Design gl_prim_assembler, sky130hd; sources not shown.
**M1 wires**

Bar = 200 µm.
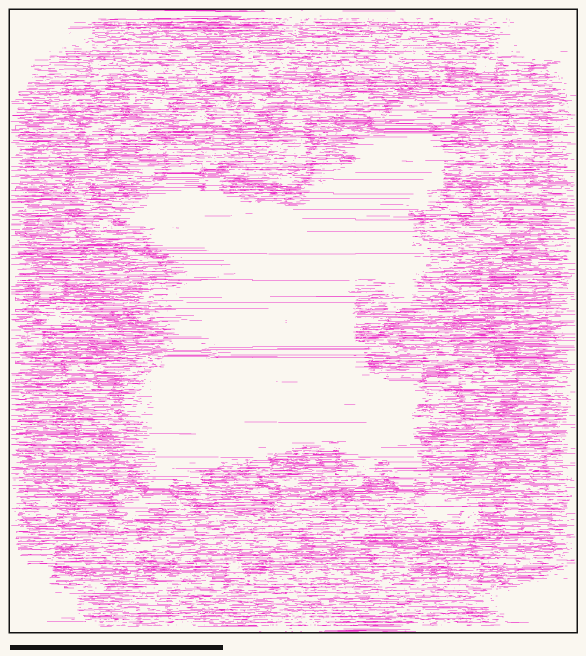
main direction	horizontal
nets with wire on the layer	7,823
share of all routed wire	42%
total number of vias: 70.1k
final wirelength: 325,000 µm

**A small window of the routed layout**

Bar = 20 µm. Region (241, 384) to (291, 434) µm. Cells in gray, sequential cells in the stronger gray; small squares are vias.
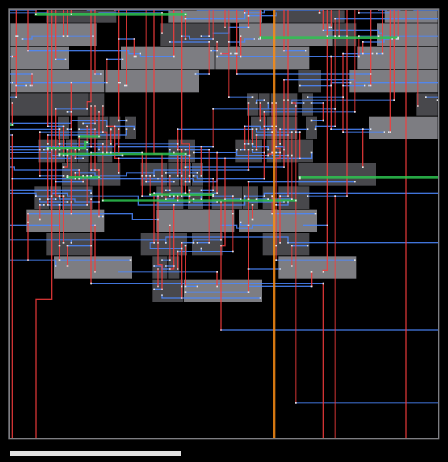
color	layer
red	M2
blue	M1
orange	M4
green	M3
most frequent	edfxtp_1 (13)
cells with their middle in the window	69
sequential cells in the window	19

**Sequential cells grouped by signal name**

Bar = 200 µm. Other sequential cells in the stronger gray, the rest of the logic in the fainter gray.
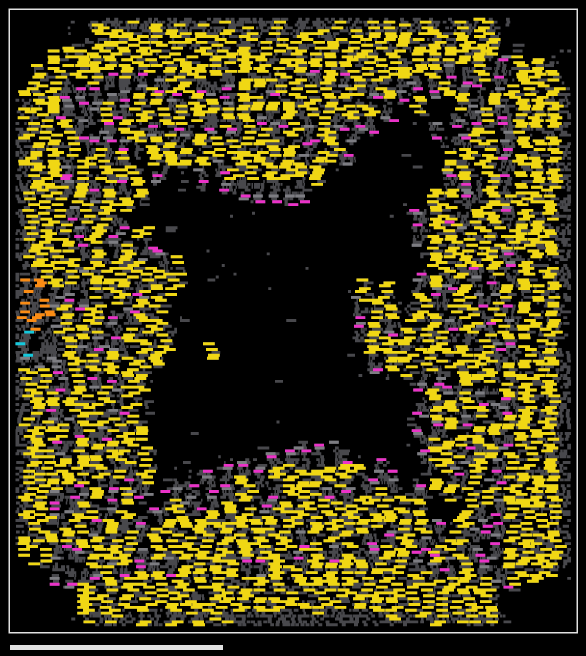
color	signal	placed flops
cyan	fifo_count	3
yellow	mem	2,312
magenta	v1	192
orange	prim_total	16
Flop area: 79,700 µm²
power in sequential cells: 7.71 mW
final core utilization: 47.2%
Seq area share: 56.7%

==> results.yml <==
# physical design summary
sta:
  worstMarginPinSlew_ns: 1.44
  fin_crit_ns: 7.82
  hold_viol: 0
  slew_headroom_pct: 3.91
  timing.fmax_mhz: 128
  finalMaxSlewViolations: 0
  rsz0062_at_grt: "false"
  finalCritPeriodShare_pct: 39.9
  holdWs_ns: 0.476
global_route:
  grtUsageMet1_pct: 28.1
  grt_util_all_layers_pct: 20.3
  busiest_layer: "met2"
  grt_pass1_wl_um: 483000
  antenna_found_initial: 21
  met2_usage_pct: 33.6
  grt_pass1_vias: 72100
  grt.met3_usage_pct: 3.99
  grt-ovfl-total: 0
setup_path:
  setup.worst_path.end_class: "flip-flop"
  reg2reg_slack_ns: 13.44
  critPathArrivalTime_ns: 8.27
  required_ns: 20.04
  cpPeakStageDelay_ns: 0.93
  path_buffers: 4
  crit_fanout: 61
  cp_num_cells: 8
  crit_family: "buffers and inverters"
  critPathMostFrequentCell: "buf_4"
  r2r_cells: 7
  start_kind: "input port"
  critPathSlowestCell: "and2_4"
  crit_chain: "clkdlybuf4s50_1 -> mux2i_1 -> ha_4 -> o311a_1 -> and2_4 -> buf_4 -> buf_4 -> buf_4"
  critical_path_class: "input port to flip-flop"
layout:
  syn2layout_area_growth_pct: 17.4
  final_area_um2: 141000
  layout-drive-gt1-share_pct: 16.0
  final_nets: 8313
  insertedDiodeCount: 9
  buffers_excl_clock: 919
  fill_cells: 25200
  largest_reg_flops: 2312
  clockBufferCount: 415
  nMultiInputCombCells: 4149
  final-comb-area_um2: 37200
  seq_cell_count: 2724
  n_all_inverters: 13
  comb-cell-share_pct: 26.5
  clkCellAreaFrac_pct: 6.79
  buffer_area_share_pct: 6.50
  final-instance-count-excl-fill: 12300
  largest_cell_class: "registers"
logic_synthesis:
  ys_seq_elements: 2724
  synth_area_per_cell_um2: 16.0
  common_cells: "2,312 x edfxtp_1, 778 x and2_1, 588 x nand2_1, 581 x o21ai_0, 579 x mux2i_1"
  edf_count: 2312
  syn-cell-area_um2: 120000
  synthTopCellsByArea: "edfxtp_1 58%, mux4_2 11%, dfrtp_1 8.6%, mux2i_1 4.8%, and2_1 4.1%"
  ys_cells: 7491
  top_area_cell: "edfxtp_1"
  ys_chip_area_um2: 120000
  synth_sequential_area_ratio_pct: 66.6
  yosysWarnings: 0
  ff_type: "edfxtp_1"
  top_cell: "edfxtp_1"
  synth.top_cell.area_share_pct: 58.0
drt:
  first_pass_iters: 6
  wire_per_inst_um: 26.5
  vias_per_cell: 5.71
  drc: 0
  antenna_left: 0
  drt_iter0_drc: 6073
floorplan:
  floorplan.core_util_pct: 40.2
  coreArea_um2: 298000
  die_w_um: 532
  die-area_um2: 310000
  fp-row-count: 210
  io_pins: 798
power_and_ir_drop:
  power.density_nw_per_um2: 150
  peakVddDrop_v: 0.000117
  p_total_mw: 21.2
  power.leakage_nw: 47.0
place:
  post_dp_cell_area_um2: 131000
  io_buffers: 797
  dp.cells: 11700
  dpl.hpwl_um: 183000
  routabilityCongestion: 0.744
clocking:
  cts_resized: 0
  hold_buffers: 0
  clockBufferDepth: 4
  cts_tree: "yes"
  cts_buffers: 296
  insertion_delay_ns: 0.85
  htree_levels: 5
  cts-root-buf: "clkbuf_16"
  cts_setup_buffers: 0
  cts.clk_slew.worst_paths_ns: 0.06
  cts.sinks: 2724
run:
  openroad.warnings: 74
  cap_viol_max_count: 0
status:
  status: "completed"
hold_path:
  whs_path_depth: 1
  hp-class: "flip-flop to flip-flop"
## cell families (layout without fill, tap and decap cells)
family / after synthesis / count (layout) / synth area share [%]
and+or+nand+nor: 1791 / 1791 / 7.31
adders and majority gates: 11 / 11 / 0.121
muxes: 1349 / 1349 / 18.1
AOI/OAI and AO/OA: 976 / 976 / 5.31
xor gates and xnor gates: 22 / 22 / 0.161
buffers and inverters: 618 / 1468 / 2.45
other: 0 / 9 / 0
DFF: 2724 / 2724 / 66.6
## per-stage QoR
| step | setup WS [ns] | util [%] |
|---|---|---|
| after floorplan | -5.46 | - |
| after global placement | 10.87 | 44.0 |
| after detailed placement | 10.80 | 44.0 |
| after CTS | 11.16 | 47.2 |
| after global routing | 11.20 | 47.2 |
| final | 11.78 | 47.2 |
## layout by cell type, fill, tap and decap left out, drive strengths merged, types with 3 or more instances in the layout
cell type and count:
clkdlybuf4s50 797, clkinvlp 7, buf 122, nor2 394, bufinv 21, edfxtp 2312, nand2 589, inv 24
nand3 7, diode 9, nor3 3, and2 778, mux2 192, a221oi 384, nand4 6, clkbuf 415
mux2i 579, xor2 8, a21oi 4, clkinv 82, and3 4, o21ai 581, dfrtp 411, mux4 578
xnor2 14, ha 10
## routing by layer
layer  vias to the layer above  part of all wire, %
met3                       439                  7.2
met1                     36900                   42
met4                        12                  1.9
met2                      2580                   49
li1                      30200                    -
met5                         -                0.025
## power breakdown
part | internal [mW] | total (mW) | switching [mW]
Clock | 3.23 | 5.51 | 2.28
Sequential | 7.12 | 7.71 | 0.596
Combinational | 3.62 | 7.94 | 4.32
No activity file was given, so power comes from the tool's default toggle rates.
